File: config.mk
export PLATFORM = sky130hd
export DESIGN_NAME = multi_issue_ctrl
export DESIGN_NICKNAME = d
export VERILOG_FILES = /design/src/rtl/multi_issue_ctrl.sv
export SDC_FILE = /design/constraint.sdc
export NUM_CORES = 1
export LEC_CHECK = 0
export CAP_MARGIN = 20
export CORE_MARGIN = 3
export CORE_UTILIZATION = 55
export DETAILED_ROUTE_END_ITERATION = 6
export PLACE_DENSITY = 0.88
export SLEW_MARGIN = 5
export SYNTH_ARGS = -nofsm -noshare
export SYNTH_HDL_FRONTEND = slang
export SYNTH_SLANG_ARGS = --single-unit
File: constraint.sdc
create_clock -name clk -period 4.15 [get_ports clk]
set_input_delay 0.6225 -clock clk [delete_from_list [all_inputs] [get_ports clk]]
set_output_delay 0.6225 -clock clk [all_outputs]
set_load 0.02 [all_outputs]
File: src/rtl/multi_issue_ctrl.sv
// multi_issue_ctrl
//   N-way in-order issue controller sitting between the decode FIFO head and
//   the execute lanes. Each cycle it issues the longest prefix of the decoded
//   slots that is free of structural, ordering and data hazards. Multi-cycle
//   results (loads, mul/div, HI/LO) are tracked by a countdown scoreboard.
//
// Optional feature macro: ISSUE_STATS_EN
//   defined   -> stat_* are saturating 32-bit cycle counters
//   undefined -> stat_* are tied to 0, no counter logic
//
// Ports
//   clk, resetn        clock (rising edge) / async active-low reset
//   slot_*             per-slot decoded fields, slot 0 = oldest,
//                      register fields packed 5 bits per slot
//   stall              nothing issues, scoreboard counters freeze
//   flush              nothing issues, scoreboard clears
//   issue_mask         combinational prefix of slots issued this cycle
//   issue_count        popcount of issue_mask
//   sb_pending         registered per-GPR "result outstanding" flags
//   hilo_pending       registered "HI/LO result outstanding" flag
//   stat_full/partial/hazard  issue statistics
module multi_issue_ctrl #(
  parameter int ISSUE_W   = 2,
  parameter int NREG      = 32,
  parameter int LAT_W     = 3,
  parameter int MEM_PORTS = 1
) (
  input  logic                           clk,
  input  logic                           resetn,
  input  logic [ISSUE_W-1:0]             slot_valid,
  input  logic [ISSUE_W*5-1:0]           slot_rs,
  input  logic [ISSUE_W*5-1:0]           slot_rt,
  input  logic [ISSUE_W-1:0]             slot_rs_used,
  input  logic [ISSUE_W-1:0]             slot_rt_used,
  input  logic [ISSUE_W*5-1:0]           slot_dest,
  input  logic [ISSUE_W-1:0]             slot_wb_en,
  input  logic [ISSUE_W*LAT_W-1:0]       slot_lat,
  input  logic [ISSUE_W-1:0]             slot_mem,
  input  logic [ISSUE_W-1:0]             slot_branch,
  input  logic [ISSUE_W-1:0]             slot_priv,
  input  logic [ISSUE_W-1:0]             slot_hilo,
  input  logic                           stall,
  input  logic                           flush,
  output logic [ISSUE_W-1:0]             issue_mask,
  output logic [$clog2(ISSUE_W+1)-1:0]   issue_count,
  output logic [NREG-1:0]                sb_pending,
  output logic                           hilo_pending,
  output logic [31:0]                    stat_full,
  output logic [31:0]                    stat_partial,
  output logic [31:0]                    stat_hazard
);

  localparam int CNT_W = $clog2(ISSUE_W+1);

  logic [LAT_W-1:0] sb_cnt     [NREG];
  logic [LAT_W-1:0] sb_cnt_nxt [NREG];
  logic [LAT_W-1:0] hilo_cnt;
  logic [LAT_W-1:0] hilo_cnt_nxt;

  // Issue selection: walk the slots oldest first; the first slot that fails
  // any check closes the group, so every later slot sees only issued
  // predecessors when it checks intra-group hazards.
  always_comb begin
    logic       go;
    logic       ok;
    logic       hilo_seen;
    logic       priv_seen;
    logic       branch_seen;
    int         mem_seen;
    logic [4:0] rs_k;
    logic [4:0] rt_k;
    logic [4:0] dest_k;
    logic [4:0] dest_j;
    issue_mask  = '0;
    go          = resetn & ~stall & ~flush;
    ok          = 1'b0;
    hilo_seen   = 1'b0;
    priv_seen   = 1'b0;
    branch_seen = 1'b0;
    mem_seen    = 0;
    rs_k        = '0;
    rt_k        = '0;
    dest_k      = '0;
    dest_j      = '0;
    for (int k = 0; k < ISSUE_W; k++) begin
      rs_k   = slot_rs[5*k +: 5];
      rt_k   = slot_rt[5*k +: 5];
      dest_k = slot_dest[5*k +: 5];
      ok     = go & slot_valid[k];
      if (slot_rs_used[k] && rs_k != 5'd0 && sb_cnt[rs_k] != '0) ok = 1'b0;
      if (slot_rt_used[k] && rt_k != 5'd0 && sb_cnt[rt_k] != '0) ok = 1'b0;
      for (int j = 0; j < ISSUE_W; j++) begin
        dest_j = slot_dest[5*j +: 5];
        if (j < k && slot_wb_en[j] && dest_j != 5'd0) begin
          if (slot_rs_used[k] && rs_k == dest_j) ok = 1'b0;
          if (slot_rt_used[k] && rt_k == dest_j) ok = 1'b0;
          if (slot_wb_en[k] && dest_k == dest_j) ok = 1'b0;
        end
      end
      if (slot_mem[k] && mem_seen >= MEM_PORTS) ok = 1'b0;
      if (slot_hilo[k] && (hilo_seen || hilo_cnt != '0)) ok = 1'b0;
      if (slot_priv[k] && k != 0) ok = 1'b0;
      // A priv instruction issues alone; a branch terminates the group.
      if (priv_seen || branch_seen) ok = 1'b0;
      issue_mask[k] = ok;
      go            = ok;
      if (slot_mem[k]) mem_seen = mem_seen + 1;
      hilo_seen   = hilo_seen | slot_hilo[k];
      priv_seen   = priv_seen | slot_priv[k];
      branch_seen = branch_seen | slot_branch[k];
    end
  end

  // Popcount of the issued prefix.
  always_comb begin
    issue_count = '0;
    for (int k = 0; k < ISSUE_W; k++)
      issue_count = issue_count + CNT_W'(issue_mask[k]);
  end

  // Next scoreboard state: flush clears, stall holds, otherwise age every
  // outstanding counter and then let newly issued producers overwrite theirs.
  always_comb begin
    for (int r = 0; r < NREG; r++) sb_cnt_nxt[r] = sb_cnt[r];
    hilo_cnt_nxt = hilo_cnt;
    if (flush) begin
      for (int r = 0; r < NREG; r++) sb_cnt_nxt[r] = '0;
      hilo_cnt_nxt = '0;
    end else if (!stall) begin
      for (int r = 0; r < NREG; r++)
        if (sb_cnt[r] != '0) sb_cnt_nxt[r] = sb_cnt[r] - LAT_W'(1);
      if (hilo_cnt != '0) hilo_cnt_nxt = hilo_cnt - LAT_W'(1);
      for (int k = 0; k < ISSUE_W; k++) begin
        if (issue_mask[k] && slot_wb_en[k] && slot_dest[5*k +: 5] != 5'd0 &&
            slot_lat[LAT_W*k +: LAT_W] != '0)
          sb_cnt_nxt[slot_dest[5*k +: 5]] = slot_lat[LAT_W*k +: LAT_W];
        if (issue_mask[k] && slot_hilo[k] && slot_lat[LAT_W*k +: LAT_W] != '0)
          hilo_cnt_nxt = slot_lat[LAT_W*k +: LAT_W];
      end
    end
  end

  // Scoreboard registers; pending flags are registered alongside so they
  // always mirror the counters that will be seen next cycle.
  always_ff @(posedge clk or negedge resetn) begin
    if (!resetn) begin
      for (int r = 0; r < NREG; r++) sb_cnt[r] <= '0;
      hilo_cnt     <= '0;
      sb_pending   <= '0;
      hilo_pending <= 1'b0;
    end else begin
      for (int r = 0; r < NREG; r++) begin
        sb_cnt[r]     <= sb_cnt_nxt[r];
        sb_pending[r] <= (sb_cnt_nxt[r] != '0);
      end
      hilo_cnt     <= hilo_cnt_nxt;
      hilo_pending <= (hilo_cnt_nxt != '0);
    end
  end

`ifdef ISSUE_STATS_EN
  logic [4:0] rs0;
  logic [4:0] rt0;
  logic       hazard0;

  // Slot 0 wants to go but is held back by an outstanding result.
  assign rs0     = slot_rs[4:0];
  assign rt0     = slot_rt[4:0];
  assign hazard0 = slot_valid[0] & ~stall & ~flush &
                   ((slot_rs_used[0] && rs0 != 5'd0 && sb_cnt[rs0] != '0) ||
                    (slot_rt_used[0] && rt0 != 5'd0 && sb_cnt[rt0] != '0) ||
                    (slot_hilo[0] && hilo_cnt != '0));

  // Saturating statistics counters, frozen while a flush is in progress.
  always_ff @(posedge clk or negedge resetn) begin
    if (!resetn) begin
      stat_full    <= '0;
      stat_partial <= '0;
      stat_hazard  <= '0;
    end else if (!flush) begin
      if (issue_count == CNT_W'(ISSUE_W) && stat_full != 32'hFFFF_FFFF)
        stat_full <= stat_full + 32'd1;
      if (issue_count != '0 && issue_count != CNT_W'(ISSUE_W) &&
          stat_partial != 32'hFFFF_FFFF)
        stat_partial <= stat_partial + 32'd1;
      if (hazard0 && stat_hazard != 32'hFFFF_FFFF)
        stat_hazard <= stat_hazard + 32'd1;
    end
  end
`else
  assign stat_full    = '0;
  assign stat_partial = '0;
  assign stat_hazard  = '0;
`endif

endmodule

==> run summary <==
impl run done, here's what came out: outcome completed, worst-path fanout max 3, distinct lib cells 84, drc violations 0, ys flop type dfrtp_1, pwr dens 567.2 mW/mm², All-Layer GR Usage 38.42%, area leader, netlist dfrtp_1, Crit. Startpoint slot_rt[3], slowest CP cell clkdlybuf4s50_1, Tcrit/Tclk final 99.90%, Tool Warnings 61, comb. cell area 0.009089 mm², largest net degree at the start of global routing 62, clk_lat worst skew 0.44 ns, Final GP Congestion 1.015, dominant logic cell types in the final layout 205 x buf_4, 132 x dfrtp_1, 121 x nor2_1, layout cells sized above 1 19.31%, DP Area 0.01578 mm², comb_multi_in 1,338, Slew headroom 54.24%, Util after Layout 67.14%, clk slew on worst S/H paths 0.06 ns, Antenna Cells 1, FP Core Util 55.99%, Die Y 163.6 µm, worst-case clock skew 0.01147 ns, worst-path cell chain clkdlybuf4s50_1, nor4_1, buf_4, a2111oi_0, a41oi_1, a31oi_2, o221ai_4, buf_4, and3_1, ha_1, dlygate4sd2_1, root buffer cell clkbuf_16, H-tree levels 4, I/O pins 189, synth warn 0, Layout fillers 1,939, CP required 3.53 ns, fmax 241.2 MHz, non-clk buf share 15.99%, First-pass DRT Iterations 7, FF+latch area 0.003303 mm², Initial DRC Count 2,045, Die Span X 163.6 µm, clock buffer count 19, Post-Syn Area 0.01366 mm², Finished Cell Area 0.01638 mm², count of input and output buffers 91, Tmin final 4.146 ns, syn_area_per_cell 8.037 µm², final sequential cell count 132, cell count after synthesis 1,699, invs w/o clock 104, Longest Clk Path Bufs 2, flip-flops with a built-in enable 0, FP Rows 57, Worst Path Arrival 3.52 ns, DR WL/cell 23.30 µm, Final Max Tran Viols 0, area share, top type 24.19%, yosys stat cell total 1,699, CORE AREA 0.02439 mm², vias in the first global route 14.28k, setup violators final 0, Seq area share 20.17%, Worst path max stage delay 0.54 ns, Crit. End Element output port, Flops after synth 132, Crit Path Class in2out, initial antenna violation count 2, Tightest Hold Check Type in2async, Max Cap Violations 0, logic share of the area 55.50%, r2r startpoint sb_cnt[69]$_DFF_PN0_, Layout Nets 2,021, Antenna Nets Post-Route 0, Max-area cell class logic gates
kinds of logic (layout without fill, tap and decap cells):
kind of cell | count (synthesis) | in the layout | synth area share [%]
xor gates and xnor gates | 48 | 48 | 3.079
buffers and inverters | 324 | 441 | 12.31
and+or+nand+nor | 579 | 579 | 22.68
DFF | 132 | 132 | 24.19
adders and majority gates | 67 | 67 | 6.139
muxes | 152 | 152 | 12.18
AOI/OAI and AO/OA | 396 | 396 | 19.40
other | 1 | 97 | 0.02746
sequential cells by signal, summed over array words and instances, names as in the netlist:
| name | cells |
|---|---|
| sb_pending | 32 |
| sb_cnt | 96 |
| hilo_pending | 1 |
| hilo_cnt | 3 |
cell usage after synthesis, types with 6 or more instances:
| master | number |
|---|---|
| a2111oi_0 | 16 |
| a211oi_1 | 21 |
| a21boi_0 | 8 |
| a21o_1 | 6 |
| a21oi_1 | 114 |
| a221oi_1 | 12 |
| a31oi_1 | 22 |
| a32oi_1 | 9 |
| and3_1 | 17 |
| buf_2 | 29 |
| buf_4 | 100 |
| buf_6 | 7 |
| clkbuf_1 | 80 |
| dfrtp_1 | 132 |
| ha_1 | 67 |
| inv_1 | 104 |
| mux2_2 | 69 |
| mux2i_1 | 78 |
| nand2_1 | 108 |
| nand2b_1 | 43 |
| nand3_1 | 28 |
| nand3b_1 | 8 |
| nand4_1 | 41 |
| nor2_1 | 123 |
| nor2b_1 | 6 |
| nor3_1 | 71 |
| nor4_1 | 50 |
| o211a_1 | 6 |
| o211ai_1 | 14 |
| o21a_1 | 22 |
| o21ai_0 | 70 |
| o21ai_1 | 7 |
| o311ai_1 | 6 |
| o31ai_1 | 9 |
| or2_2 | 12 |
| or3_1 | 21 |
| or3b_1 | 6 |
| xnor2_1 | 36 |
| xor2_1 | 12 |
final timing paths:
| path | slack, ns | endpoint | depth (start not counted) |
|---|---|---|---|
| worst max-delay path | 0.004 | issue_count[0] | 11 |
| worst min-delay path | 0.29 | sb_cnt[14]$_DFF_PN0_ | 2 |
| worst max register to register | 0.20 | sb_pending[2]$_DFF_PN0_ | 13 |
| worst min register to register | 0.54 | sb_cnt[48]$_DFF_PN0_ | 2 |
| max in group asynchronous | 2.81 | sb_cnt[94]$_DFF_PN0_ | 3 |
| min in group clk | 0.54 | sb_cnt[48]$_DFF_PN0_ | 2 |
per-stage QoR:
stage	power, mW	TNS, ns	std cells	setup WS (ns)	hold WS (ns)
after floorplan	5.710	0	1794	0.2830	0.3269
after global placement	7.287	-6.854	2203	-0.3849	0.5236
after detailed placement	7.534	-10.26	2203	-0.3283	0.5284
after CTS	9.120	0	2235	0.09176	0.3048
after global routing	9.848	-0.05080	2235	-0.05080	0.3234
final	9.288	0	2236	0.004267	0.2893
power by group:
part | leakage [nW] | switching, mW | total [mW] | internal, mW
sequential | 1.76 | 0.482 | 2.13 | 1.65
combinational | 5.54 | 3.12 | 5.61 | 2.50
clock | 0.276 | 0.692 | 1.54 | 0.851
total | 7.57 | 4.29 | 9.29 | 4.99
layer usage:
layer / up-vias / global-route usage (%) / share of wire, %
met5: - / 0 / 0.025
met4: 2 / 23.72 / 7.1
met3: 297 / 10.52 / 13
met2: 1101 / 59.25 / 43
met1: 6759 / 47.72 / 37
li1: 6365 / - / -
The metal 1 layer:
Scale: 3 px per µm. Supply wires on this layer in grey.
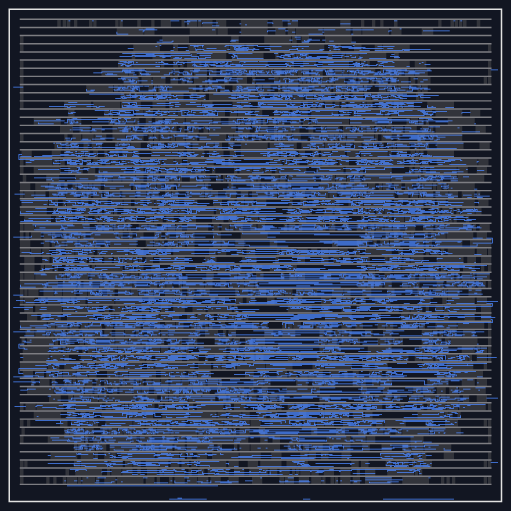
The longest straight run is 50.1 µm. The layer holds 37% of the routed length.
final wirelength: 52,110 µm
Vias: 14.52k
GRT met1 Usage: 47.72%

Met2 routing:
Scale: 3 px per µm.
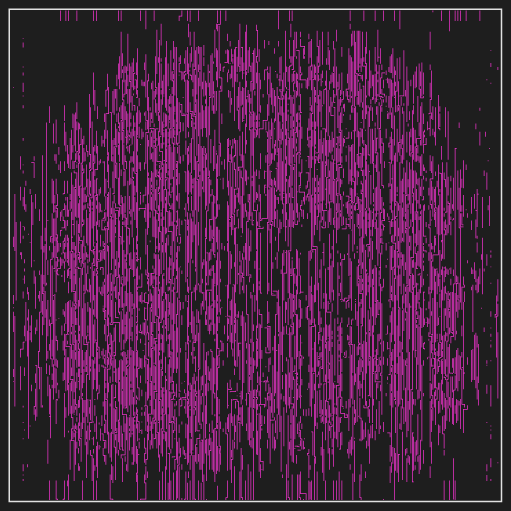
The layer holds 43% of the routed length. The wires run mostly vertical. 1,705 nets have wire on it. The longest straight run is 55.9 µm. The layer carries 22.5 mm of wire.
GRT met2 Usage: 59.25%

Metal 3:
Scale: 3 px per µm.
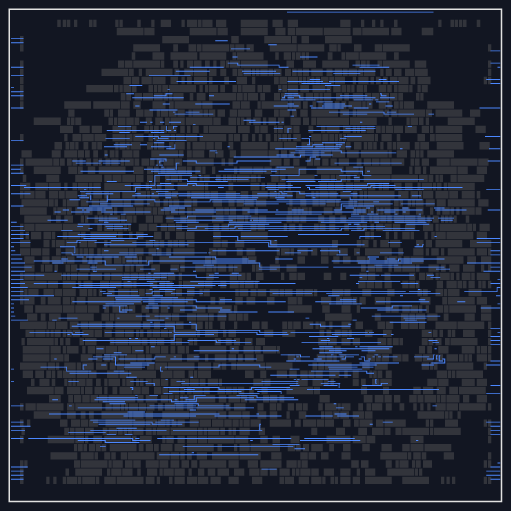
The wires run mostly horizontal. The layer holds 13% of the routed length.
grt met3 use: 10.52%

No activity file was given, so power comes from the tool's default toggle rates.
